File: config.mk
export PLATFORM = sky130hd
export DESIGN_NAME = bitop_rr_arbiter
export DESIGN_NICKNAME = d
export VERILOG_FILES = /design/src/rtl/bitop_pkg.sv /design/src/rtl/bitop_rr_arbiter_rr_arb2.sv /design/src/rtl/bitop_rr_arbiter.sv
export SDC_FILE = /design/constraint.sdc
export NUM_CORES = 1
export LEC_CHECK = 0
export CAP_MARGIN = 15
export CORE_UTILIZATION = 40
export DETAILED_ROUTE_END_ITERATION = 10
export PLACE_DENSITY_LB_ADDON = 0.3
export SYNTH_ARGS = -nofsm -noshare
export SYNTH_HDL_FRONTEND = slang
export SYNTH_SLANG_ARGS = --single-unit
File: constraint.sdc
create_clock -name clk -period 2.8 [get_ports clk]
set_input_delay 0.28 -clock clk [delete_from_list [all_inputs] [get_ports clk]]
set_output_delay 0.28 -clock clk [all_outputs]
set_load 0.005 [all_outputs]
File: src/rtl/bitop_pkg.sv
// Shared types and the bitwise ALU used by the round-robin bit-operation unit.
package bitop_pkg;

    typedef enum logic [1:0] {
        OP_NAND = 2'b00,
        OP_AND  = 2'b01,
        OP_OR   = 2'b10,
        OP_XOR  = 2'b11
    } op_e;

    localparam int BITOP_WIDTH = 8;
    // Operands are widened to this size so one function serves any WIDTH up to 64.
    localparam int BITOP_MAX_W = 64;

    function automatic logic [BITOP_MAX_W-1:0] bitop_apply(
        input op_e                    op,
        input logic [BITOP_MAX_W-1:0] a,
        input logic [BITOP_MAX_W-1:0] b
    );
        logic [BITOP_MAX_W-1:0] r;
        case (op)
            OP_NAND: r = ~(a & b);
            OP_AND:  r = a & b;
            OP_OR:   r = a | b;
            default: r = a ^ b;
        endcase
        return r;
    endfunction

endpackage

File: src/rtl/bitop_rr_arbiter_rr_arb2.sv
// Two-input round-robin arbiter; the requester not granted last wins a contention.
module rr_arb2 (
    input  logic       clk,
    input  logic       rst_n,
    input  logic       valid0,
    input  logic       valid1,
    input  logic       enable,
    output logic [1:0] grant,
    output logic       update
);

    logic r_last_grant;

    always_comb begin
        grant = 2'b00;
        if (valid0 && valid1)
            grant = r_last_grant ? 2'b01 : 2'b10;
        else if (valid0)
            grant = 2'b01;
        else if (valid1)
            grant = 2'b10;
    end

    assign update = enable & (grant[0] | grant[1]);

    // Reset to 1 so requester 0 wins the first contention.
    always_ff @(posedge clk or negedge rst_n) begin
        if (!rst_n)
            r_last_grant <= 1'b1;
        else if (update)
            r_last_grant <= grant[1];
    end

endmodule

File: src/rtl/bitop_rr_arbiter.sv
// Registered NAND/AND/OR/XOR unit shared by two valid/ready requesters, round-robin arbitrated.
module bitop_rr_arbiter
    import bitop_pkg::*;
#(
    parameter int WIDTH = BITOP_WIDTH,
    parameter int CNT_W = 16
) (
    input  logic             clk,
    input  logic             rst_n,
    input  logic             req0_valid,
    output logic             req0_ready,
    input  logic [WIDTH-1:0] req0_a,
    input  logic [WIDTH-1:0] req0_b,
    input  logic [1:0]       req0_op,
    input  logic             req1_valid,
    output logic             req1_ready,
    input  logic [WIDTH-1:0] req1_a,
    input  logic [WIDTH-1:0] req1_b,
    input  logic [1:0]       req1_op,
    output logic             res_valid,
    input  logic             res_ready,
    output logic [WIDTH-1:0] res_data,
    output logic             res_id,
    output logic [CNT_W-1:0] op_count
);

    logic             r_res_valid;
    logic [WIDTH-1:0] r_res_data;
    logic             r_res_id;
    logic [CNT_W-1:0] r_op_count;

    logic             w_can_accept;
    logic [1:0]       w_grant;
    logic             w_update;
    logic [WIDTH-1:0] w_a;
    logic [WIDTH-1:0] w_b;
    logic [1:0]       w_op;

    // A result leaving this cycle frees the register for a new load on the same edge.
    assign w_can_accept = ~r_res_valid | res_ready;

    rr_arb2 u_arb (
        .clk    (clk),
        .rst_n  (rst_n),
        .valid0 (req0_valid),
        .valid1 (req1_valid),
        .enable (w_can_accept),
        .grant  (w_grant),
        .update (w_update)
    );

    assign req0_ready = rst_n & w_can_accept & w_grant[0];
    assign req1_ready = rst_n & w_can_accept & w_grant[1];

    assign w_a  = w_grant[1] ? req1_a  : req0_a;
    assign w_b  = w_grant[1] ? req1_b  : req0_b;
    assign w_op = w_grant[1] ? req1_op : req0_op;

    always_ff @(posedge clk or negedge rst_n) begin
        if (!rst_n) begin
            r_res_valid <= 1'b0;
            r_res_data  <= '0;
            r_res_id    <= 1'b0;
            r_op_count  <= '0;
        end else begin
            if (w_update) begin
                r_res_data  <= WIDTH'(bitop_apply(op_e'(w_op),
                                                  BITOP_MAX_W'(w_a),
                                                  BITOP_MAX_W'(w_b)));
                r_res_id    <= w_grant[1];
                r_res_valid <= 1'b1;
            end else if (res_ready) begin
                r_res_valid <= 1'b0;
            end
            if (r_res_valid && res_ready)
                r_op_count <= r_op_count + CNT_W'(1);
        end
    end

    assign res_valid = r_res_valid;
    assign res_data  = r_res_data;
    assign res_id    = r_res_id;
    assign op_count  = r_op_count;

endmodule

==> run_1/drive_strength.png <==
Bar = 20 um.
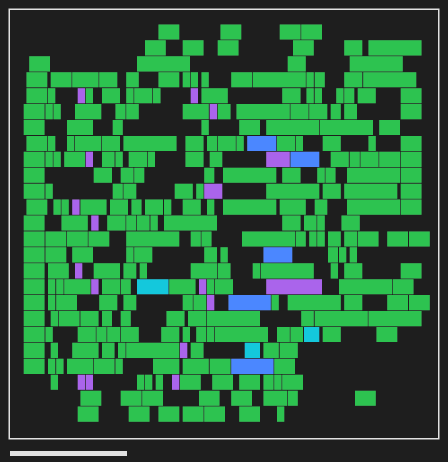
- purple: drive 2 (cells 17; share 5.7%; most used inv_2)
- blue: drive 6 and up (cells 5; share 1.7%; most used clkbuf_8)
- cyan: drive 3 to 4 (cells 3; share 1.0%; most used buf_4)
- green: drive 1 or less (cells 275; share 92%; most used clkdlybuf4s50_1)
post-synthesis to final-layout area growth: 39.8%
number of buffers other than clock buffers in the final layout: 72

==> run_1/registers.png <==
Bar = 20 um. Other sequential cells in the stronger grey, the rest of the logic in the fainter grey.
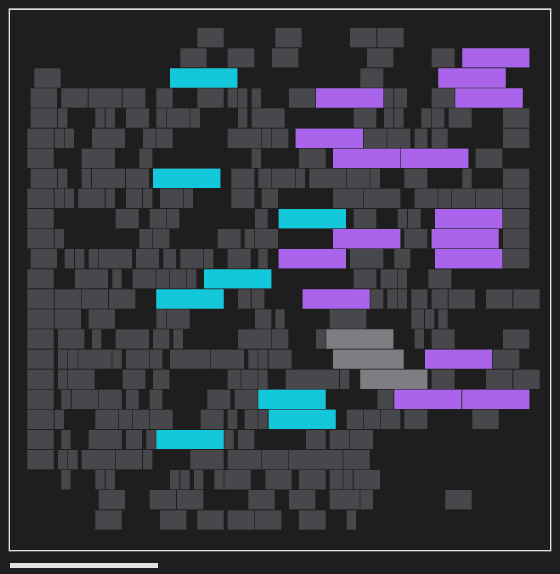
- cyan: res_data (flops 8)
- purple: op_count (flops 16)
- not coloured: 3
combined flip-flop and latch cell area: 677 um2
post-layout utilization of the core: 59.1%
Seq/total area: 23.9%

==> run_1/wire_density.png <==
The die is cut into 15 by 15 equal tiles; dark blue is low, red is high, scaled to the fullest tile. Values are wire area over tile area, all layers added.
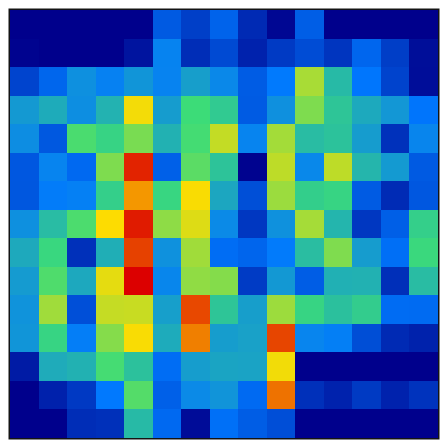
- emptiest ninth of the die: bottom right
- nearly empty tiles: 12%
- tiles over half the peak: 19%
Wirelength per Cell: 11.9 um
global-route total usage across every layer: 19.1%

## run 1: logic make-up after synthesis
group / Yosys count / synth area share [%]
AOI/OAI and AO/OA: 16 / 6.56
xor gates and xnor gates: 31 / 13.4
adders and majority gates: 17 / 10.5
buffers and inverters: 29 / 6.31
DFF: 27 / 33.5
muxes: 10 / 5.26
and+or+nand+nor: 105 / 24.5
## run 1: flip-flops by register name, indices dropped and copies added, names as in the netlist
name                cells
op_count               16
res_data                8
res_id                  1
res_valid               1
u_arb.r_last_grant      1
## run 1: final cells by class
class                   count  area (um2)
multi-input cells         179        1220
fillers                   431        1960
clock buffers               4        45.0
well taps                  67        83.8
inverters                  18        67.6
flip-flops and latches     27         677
repair buffers             72         736
==> results.rst, run 1 <==
Flow metrics
------------

.. list-table::
   :header-rows: 1

   * - Metric
     - Value
   * - Run status
     - finished, final reports clean
   * - Global-route met3 utilization
     - ~1.8%
   * - Clock edge transition at the registers on the reported setup and hold paths
     - roughly 0.090 ns
   * - Synth async-reset ratio
     - 100%
   * - Worst Setup Slack, final
     - roughly 0.46 ns
   * - Number of OpenROAD warnings
     - 34
   * - Clock Tree Root
     - sky130_fd_sc_hd__clkbuf_8
   * - Die outline height
     - 73.1 um
   * - Worst Path Buf+Inv
     - 3
   * - CTS tree
     - done
   * - Remaining global-route overflow
     - 0
   * - Routed wire length
     - around 4.4 mm
   * - Final critical-path required period
     - around 2.3 ns
   * - Kind of end point of the critical path
     - register
   * - Drt via density
     - roughly 5
   * - Synth top cells by count
     - sky130_fd_sc_hd__nand2_1, sky130_fd_sc_hd__dfrtp_1, sky130_fd_sc_hd__xnor2_1
   * - Final worst clock skew
     - ~0.0033 ns
   * - Class of the worst hold path
     - in2async
   * - Placed Cells incl. Taps
     - 363
   * - Quantity of gates resized following cts
     - 0
   * - Highest clock rate
     - 428 MHz
   * - Data required time of the critical path
     - between 2 and 3 ns
   * - Total power density per cell area
     - between 400 and 500 mW/mm2
   * - Setup repair after global routing missed its margin
     - no
   * - Origin of the critical flop-to-flop path
     - u_arb.r_last_grant$_DFFE_PN1P_
   * - Overall die area
     - approximately 0.0053 mm2
   * - Synthesized area per cell
     - 8.61 um2
   * - Critical Path, Cell by Cell
     - clkdlybuf4s50_1 -> a21bo_1 -> buf_12 -> mux2i_1 -> inv_2 -> ha_1 -> xnor2_1 -> nor3_1 -> or3_1 -> a32oi_1
   * - Number of sinks driven by the clock tree
     - 27
   * - FP Util
     - between 40 and 50%
   * - Post-DRT Antenna Nets
     - 0
   * - Buffer depth of the longest clock path
     - 2
   * - Clock buffer count from CTS
     - 3
   * - Commonest flop
     - sky130_fd_sc_hd__dfrtp_1
   * - Cells on worst reg2reg path
     - 9
   * - DP Area
     - roughly 0.0028 mm2
   * - Clock net power
     - between 0.2 and 0.25 mW
   * - Post-synthesis cell type count
     - 34
   * - P_leak
     - about 1.3 nW
   * - End of the worst register-to-register path
     - res_data[0]$_DFFE_PN0P_
   * - First-pass DRT Iterations
     - 4
   * - Buffers on Ports
     - slightly below 70
   * - Cell type of the slowest stage on the worst timing path
     - sky130_fd_sc_hd__clkdlybuf4s50_1
   * - Total Neg Setup Slack
     - 0 ns
   * - Site Rows
     - 25
   * - Main area contributors
     - sky130_fd_sc_hd__dfrtp_1, sky130_fd_sc_hd__xnor2_1, sky130_fd_sc_hd__ha_1
   * - Die Width
     - 73.1 um
   * - Pins Over Slew Limit
     - 0
   * - Area figure in the yosys stat output
     - just over 0.002 mm2
   * - DRC violation total after the first TritonRoute iteration
     - approximately 70
   * - Crit share post-route
     - between 80% and 90%
   * - Met2 routing resource usage after global routing
     - 32.9%
   * - Endpoints failing setup
     - 0
   * - Global-route wire length before repair
     - between 8 and 9 mm
   * - Actual slew at the worst max-slew pin
     - about 0.53 ns
   * - Switching power share of the total
     - 32.1%
   * - Sequential group power
     - 0.551 mW
   * - Setup crit start kind
     - input port
   * - Final antenna diode count
     - 0
   * - Number of synthesized flops with an enable pin
     - 0
   * - Flip-flop and latch count after synthesis
     - 27
   * - Overall power
     - between 1 and 1.5 mW
   * - Power share of the clock group
     - ~17%
   * - Top cell excl fill/tap
     - sky130_fd_sc_hd__clkdlybuf4s50_1
   * - Via count of the first global-routing pass
     - 1,810
   * - Initial antenna violation count
     - 0
   * - WP depth
     - 10
   * - Worst setup path category
     - in2reg
   * - Proportion of layout cells with a drive suffix above 1
     - 8.33%
   * - Largest net degree at the start of global routing
     - 27
   * - Hold WS
     - 0.220 ns
   * - Synthesized instance count
     - about 240
   * - Met1 usage in global routing
     - approximately a quarter
   * - Cell with the most instances after synthesis
     - sky130_fd_sc_hd__nand2_1
==> run 2: changes to the inputs <==
- clock period: 2.8 -> 2.15 ns (I/O delays scaled with it)
==> run_2/final_placement.png <==
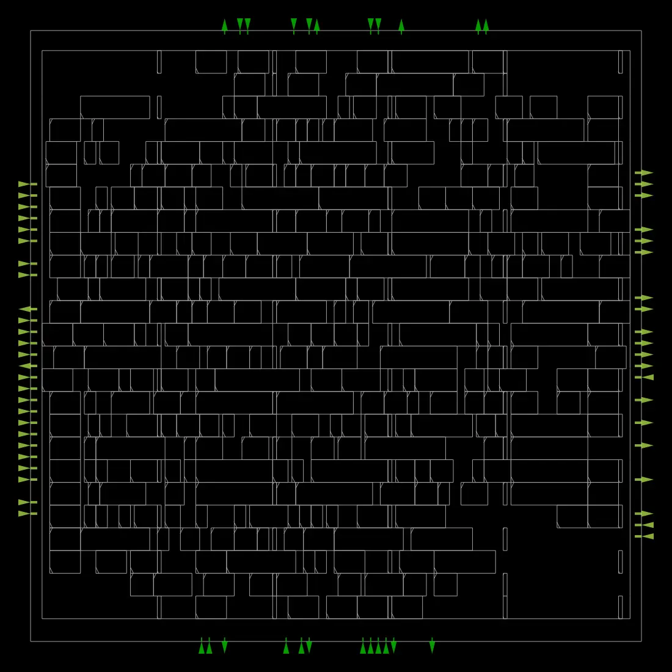
number of non-filler instances in the completed layout: 404
sequential cells: 27

==> run_2/wire_density.png <==
The die is cut into 15 by 15 equal tiles; dark blue is low, red is high, scaled to the fullest tile. Values are wire area over tile area, all layers added.
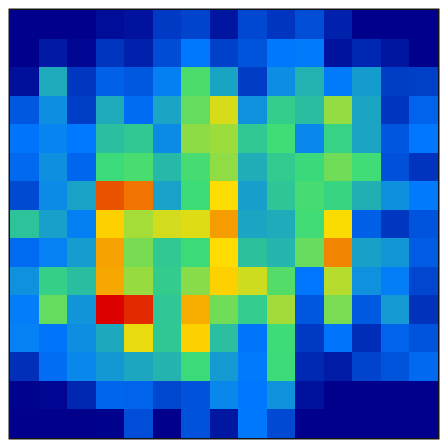
- tiles over half the peak: 20%
- mean over tiles: 0.16
- fullest tile: 0.52
- densest ninth of the die: middle
- nearly empty tiles: 11%
count of vias placed by the detailed router: 2,037
Wirelength per Cell: 13.6 um
routed wire length: 5.48 mm

==> run 2 against run 1 <==
  * The run now ends with negative setup slack left
  * Clock power rose by 33%
  * Final cell count is 10% higher
  * Total power increased by 48%
  * Synthesized cell count did not move
  * Largest power group unchanged
  * Highest routed layer unchanged
==> results.rst, run 2 <==
Flow metrics
------------

.. list-table::
   :header-rows: 1

   * - Metric
     - Value
   * - Run status
     - finished, violations left
   * - Violated checks
     - negative setup slack
   * - ClkCell Share
     - 1.44%
   * - Critical Path, Cell by Cell
     - a21bo_4 -> buf_12 -> buf_12 -> mux2i_4 -> inv_2 -> ha_4 -> xnor2_2 -> nor3_1 -> or3_1 -> a32oi_1
   * - Data required time of the critical path
     - 2.34 ns
   * - Combined flip-flop and latch cell area
     - between 600 and 700 um2
   * - Number of synthesized flops with an enable pin
     - 0
   * - Buffers on Ports
     - between 60 and 70
   * - Commonest flop
     - sky130_fd_sc_hd__dfrtp_1
   * - Global-route total usage across every layer
     - 21.4%
   * - Number of buffers other than clock buffers in the final layout
     - 109
   * - Flip-flop and latch count after synthesis
     - 27
   * - Post-DRT Antenna Nets
     - 0
   * - Final critical-path required period
     - around 2.3 ns
   * - Number of sinks driven by the clock tree
     - 27
   * - End of the worst register-to-register path
     - res_data[4]$_DFFE_PN0P_
   * - Synth async-reset ratio
     - 100%
   * - Remaining global-route overflow
     - 0
   * - Met1 usage in global routing
     - 24.0%
   * - Highest clock rate
     - around 440 MHz
   * - Cell type of the slowest stage on the worst timing path
     - sky130_fd_sc_hd__dfstp_2
   * - Largest net degree at the start of global routing
     - 17
   * - Cells on worst reg2reg path
     - 10
   * - Delay of the slowest cell on the worst path
     - 0.55 ns
   * - Final antenna diode count
     - 0
   * - Main area contributors
     - sky130_fd_sc_hd__dfrtp_1, sky130_fd_sc_hd__xnor2_1, sky130_fd_sc_hd__ha_1
   * - Crit share post-route
     - 106%
   * - Main logic family
     - simple AND/OR/NAND/NOR gates
   * - Multi-input combinational cell count
     - about 180
   * - Top Layout Cells
     - sky130_fd_sc_hd__clkdlybuf4s50_1, sky130_fd_sc_hd__nand2_1, sky130_fd_sc_hd__buf_4, sky130_fd_sc_hd__dfrtp_1, sky130_fd_sc_hd__xnor2_1
   * - Yosys simple share
     - between 20% and 30%
   * - Endpoints failing setup
     - 5
   * - Clock edge transition at the registers on the reported setup and hold paths
     - around 0.090 ns
   * - Share of Yosys cell area claimed by the top area cell type
     - roughly a third
   * - Drt via density
     - around 5.0
   * - Grt peak-use layer
     - met2
   * - Global-route met3 utilization
     - about 1.7%
   * - Worst setup path category
     - reg2reg
   * - Setup repair after global routing missed its margin
     - yes
   * - Synthesized instance count
     - 235
   * - Area figure in the yosys stat output
     - between 0.002 and 0.0025 mm2
   * - Area share of fa/ha/maj cells after synthesis
     - 10.5%
   * - Worst Path Buf+Inv
     - 3
   * - WP depth
     - 10
   * - Clock buffer count from CTS
     - 3
   * - Post-synthesis cell type count
     - 34
   * - Final worst clock skew
     - approximately 0.0053 ns
   * - Global-route wire length before repair
     - between 8 and 9 mm
   * - Invs w/o clock
     - 18
   * - Proportion of layout cells with a drive suffix above 1
     - approximately a quarter
   * - NonClk Buf Share
     - 31.5%
   * - FP Util
     - between 40% and 50%
   * - Die Width
     - 73.1 um
   * - Initial antenna violation count
     - 0
   * - Actual slew at the worst max-slew pin
     - a little over 0.6 ns
   * - Met2 routing resource usage after global routing
     - between 30% and 40%
   * - Fill cell count
     - between 300 and 400
   * - Number of clock buffers in the layout
     - 3
   * - P_leak
     - 1.47 nW
   * - Overall die area
     - 0.00535 mm2
   * - Pins Over Slew Limit
     - 0
   * - Clock Tree Root
     - sky130_fd_sc_hd__clkbuf_8
   * - Synthesized area per cell
     - between 8 and 9 um2
   * - Cell with the most instances after synthesis
     - sky130_fd_sc_hd__nand2_1
   * - Top cell excl fill/tap
     - sky130_fd_sc_hd__clkdlybuf4s50_1
   * - Class of the worst hold path
     - in2async
   * - Origin of the critical flop-to-flop path
     - u_arb.r_last_grant$_DFFE_PN1P_
   * - Flip-flop count of the largest register after layout
     - 16
   * - Biggest area consumer among cell classes
     - multi-input combinational cells
   * - Wire length on met2
     - between 2 and 3 mm
   * - Post-layout utilization of the core
     - 70.8%
   * - Setup crit start kind
     - register
   * - XOR Share, Synth
     - between 10% and 20%
   * - Site Rows
     - 25
   * - DRC violation total after the first TritonRoute iteration
     - roughly 61
   * - Synth top cells by count
     - sky130_fd_sc_hd__nand2_1, sky130_fd_sc_hd__dfrtp_1, sky130_fd_sc_hd__xnor2_1
   * - Kind of end point of the critical path
     - register
   * - CTS tree
     - done
   * - Number of OpenROAD warnings
     - 37
   * - Via count of the first global-routing pass
     - 2,031
   * - Buffer depth of the longest clock path
     - 2
   * - First-pass DRT Iterations
     - 5
   * - Tap cell count
     - ~67
   * - Seq/total area
     - 20.0%
   * - Complex-gate fraction of the synthesized area
     - under 10%
   * - Comb/total area
     - between 40% and 50%
   * - Logic area
     - around 0.0014 mm2
   * - Worst Setup Slack, final
     - -0.131 ns
   * - Die outline height
     - roughly 73 um
==> run_2/drive_strength.png <==
Bar = 20 um.
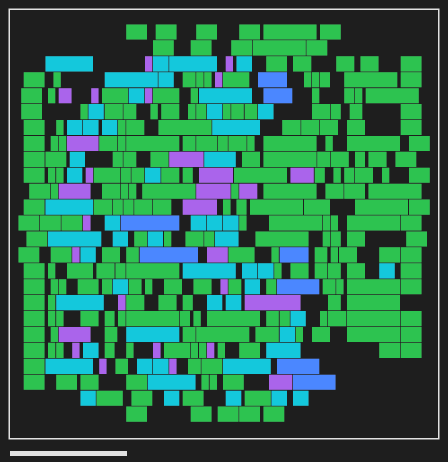
- blue: drive 6 and up (cells 8; share 2.4%)
- green: drive 1 or less (cells 248; share 74%; most used clkdlybuf4s50_1)
- cyan: drive 3 to 4 (cells 53; share 16%; most used buf_4)
- purple: drive 2 (cells 28; share 8.3%; most used inv_2)
Worst Setup Slack, final: -0.131 ns
post-synthesis to final-layout area growth: 67.4%

-- run 2: cell counts after synthesis --
Identical to the previous run, type by type.
-- run 2: stage by stage --
stage | total power, mW | hold WS, ns | instances | setup TNS (ns)
CTS | 1.92 | 0.183 | 399 | -0.0141
global route | 2.12 | 0.174 | 404 | -1.21
finish | 1.98 | 0.180 | 404 | -0.338
floorplan | 1.10 | -0.0806 | 235 | -0.300
global placement | 1.52 | 0.456 | 390 | -1.60
detailed placement | 1.55 | 0.485 | 390 | -2.09
-- run 2: power by group --
part / switching (mW) / internal [mW]
logic: 0.379 / 0.591
registers: 0.111 / 0.610
clock network: 0.162 / 0.132
-- run 2: timing repair --
action / CTS / global route
hold buffers: 0 / 0
buffers inserted: 3 / 5
gates cloned: 2 / 0
pin swaps: 5 / 13
resized: 24 / 17
endpoints found under the setup margin: 8 / 9
==> run 3: changes to the inputs <==
- SKIP_CTS_REPAIR_TIMING: unset -> 1
==> run 3 against run 2 <==
  * Flip-flop count did not move
  * Clock skew is 0.0027 ns lower
  * Register-to-register slack better by 0.03 ns
  * Setup slack improved by 0.028 ns
  * Largest cell class unchanged
  * Clock power about the same
  * Highest routed layer unchanged
  * Non-clock buffer count is 7 lower
  * Hold slack gained 0.0040 ns
  * The run still ends with negative setup slack left
  * Global-route usage fell by 2.5 points
  * Routed wire length shrank 5.3%
==> results.rst, run 3 <==
Flow metrics
------------

.. list-table::
   :header-rows: 1

   * - Metric
     - Value
   * - Top Layout Cells
     - sky130_fd_sc_hd__clkdlybuf4s50_1, sky130_fd_sc_hd__nand2_1, sky130_fd_sc_hd__buf_4, sky130_fd_sc_hd__dfrtp_1, sky130_fd_sc_hd__xnor2_1
   * - Initial antenna violation count
     - 0
   * - Endpoints failing setup
     - 2
   * - DP Area
     - ~0.003 mm2
   * - Die Width
     - around 73 um
   * - Critical Path, Cell by Cell
     - a21bo_4 -> buf_12 -> mux2i_4 -> inv_2 -> ha_4 -> xnor2_2 -> nor3_2 -> or3_1 -> a32oi_1
   * - Number of clock buffers in the layout
     - 3
   * - Number of buffers other than clock buffers in the final layout
     - roughly 100
   * - Hold WS
     - about 0.18 ns
   * - Class of the worst hold path
     - in2async
   * - Setup repair after global routing missed its margin
     - yes
   * - Worst setup path category
     - reg2reg
   * - Commonest flop
     - sky130_fd_sc_hd__dfrtp_1
   * - Multi-input combinational cell count
     - 179
   * - Flip-flop and latch count after synthesis
     - 27
   * - Synthesized instance count
     - 235
   * - Biggest area consumer among cell classes
     - multi-input combinational cells
   * - Grt peak-use layer
     - met2
   * - P_leak
     - approximately 1.4 nW
   * - Switching power share of the total
     - between 30% and 40%
   * - Sequential Power Share
     - around 37%
   * - FP Util
     - 42.3%
   * - Actual slew at the worst max-slew pin
     - between 0.5 and 0.6 ns
   * - Fill cell count
     - 385
   * - Crit share post-route
     - 105%
   * - Switch Pwr
     - 0.632 mW
   * - Clock buffer count from CTS
     - 3
   * - Met2 routing resource usage after global routing
     - between 30% and 40%
   * - Top cell excl fill/tap
     - sky130_fd_sc_hd__clkdlybuf4s50_1
   * - Flip-flop count of the largest register after layout
     - 16
   * - Via count of the first global-routing pass
     - roughly 1,900
   * - Cell type of the slowest stage on the worst timing path
     - sky130_fd_sc_hd__dfstp_2
   * - Run status
     - finished, violations left
   * - Post-synthesis to final-layout area growth
     - 62.8%
   * - Worst Setup Slack, final
     - -0.103 ns
   * - Placed Cells incl. Taps
     - slightly below 400
   * - Combined flip-flop and latch cell area
     - between 600 and 700 um2
   * - Violated checks
     - negative setup slack
   * - Origin of the critical flop-to-flop path
     - u_arb.r_last_grant$_DFFE_PN1P_
   * - Buffer depth of the longest clock path
     - 2
   * - CTS tree
     - done
   * - Number of OpenROAD warnings
     - 36
   * - Cells on worst reg2reg path
     - 9
   * - Tap cell count
     - ~67
   * - Drt via density
     - around 5.0
   * - Number of sinks driven by the clock tree
     - 27
   * - Global-route met3 utilization
     - between 1.5 and 2%
   * - Kind of end point of the critical path
     - register
   * - Site Rows
     - 25
   * - First-pass DRT Iterations
     - 6
   * - Cell with the most instances after synthesis
     - sky130_fd_sc_hd__nand2_1
   * - Overall power
     - between 1.5 and 2 mW
   * - Wire length on met2
     - approximately 2.7 mm
   * - Share of Yosys cell area claimed by the top area cell type
     - approximately a third
   * - Clock edge transition at the registers on the reported setup and hold paths
     - 0.09 ns
   * - Overall die area
     - ~0.0053 mm2
   * - Final antenna diode count
     - 0
   * - Invs w/o clock
     - 18
   * - Area figure in the yosys stat output
     - ~0.0020 mm2
   * - DRC violation total after the first TritonRoute iteration
     - 39
[run 3: cell counts after synthesis]
Identical to the previous run, type by type.
[run 3: power by group through the flow]
stage          clock (mW)  sequential [mW]  combinational (mW)
2_1_floorplan           0            0.716               0.385
6_report            0.292            0.719               0.920
4_1_cts             0.297            0.718               0.823
3_3_place_gp            0            0.722               0.794
5_1_grt             0.315            0.734                1.01
3_5_place_dp            0            0.727               0.820
[run 3: kinds of logic (layout without fill, tap and decap cells)]
family	after synthesis	in the layout	share of synthesized area, %
AND/OR/NAND/NOR	105	105	24.5
XOR/XNOR	31	31	13.4
buffers and inverters	29	124	6.31
flip-flops	27	27	33.5
adder cells (fa/ha/maj)	17	17	10.5
AND-OR/OR-AND	16	16	6.56
multiplexers	10	10	5.26
==> run_3/clock_map.png <==
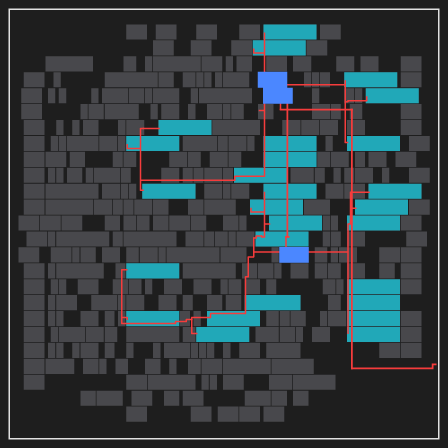
- cyan: flip-flops (count 27)
- red: clock wires (length 320 um)
- blue: cells driving clock nets (count 3)
- routed clock nets: 4
power share of the clock group: 15.1%
latest clock arrival within the worst-skew pair: 0.27 ns
final worst clock skew: 0.00266 ns

==> run_3/registers.png <==
Bar = 20 um. Other sequential cells in the stronger grey, the rest of the logic in the fainter grey.
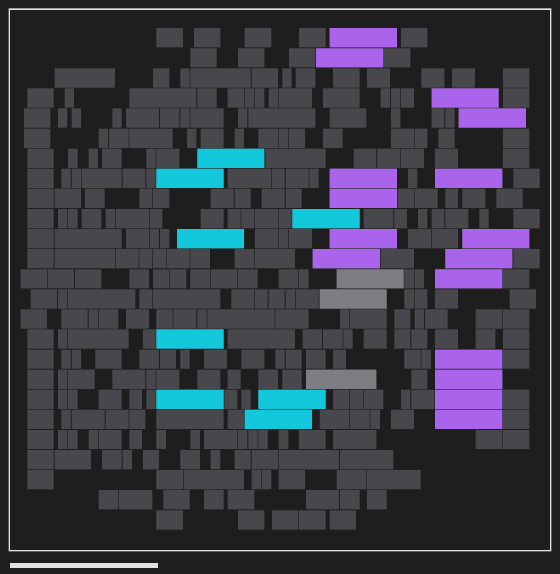
- purple: op_count (flops 16)
- cyan: res_data (flops 8; where middle)
- not coloured: 3
Seq/total area: 20.6%
sequential group power: 0.719 mW

==> run_3/wire_density.png <==
The die is cut into 15 by 15 equal tiles; dark blue is low, red is high, scaled to the fullest tile. Values are wire area over tile area, all layers added.
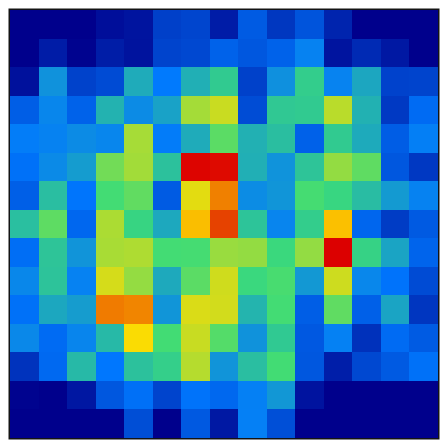
- fullest tile: 0.48
- densest ninth of the die: middle
- emptiest ninth of the die: bottom right
count of vias placed by the detailed router: 1,979
global-route total usage across every layer: 18.9%
Wirelength per Cell: 13.1 um
routed wire length: 5.19 mm

Power is estimated from default activity; no workload was simulated.
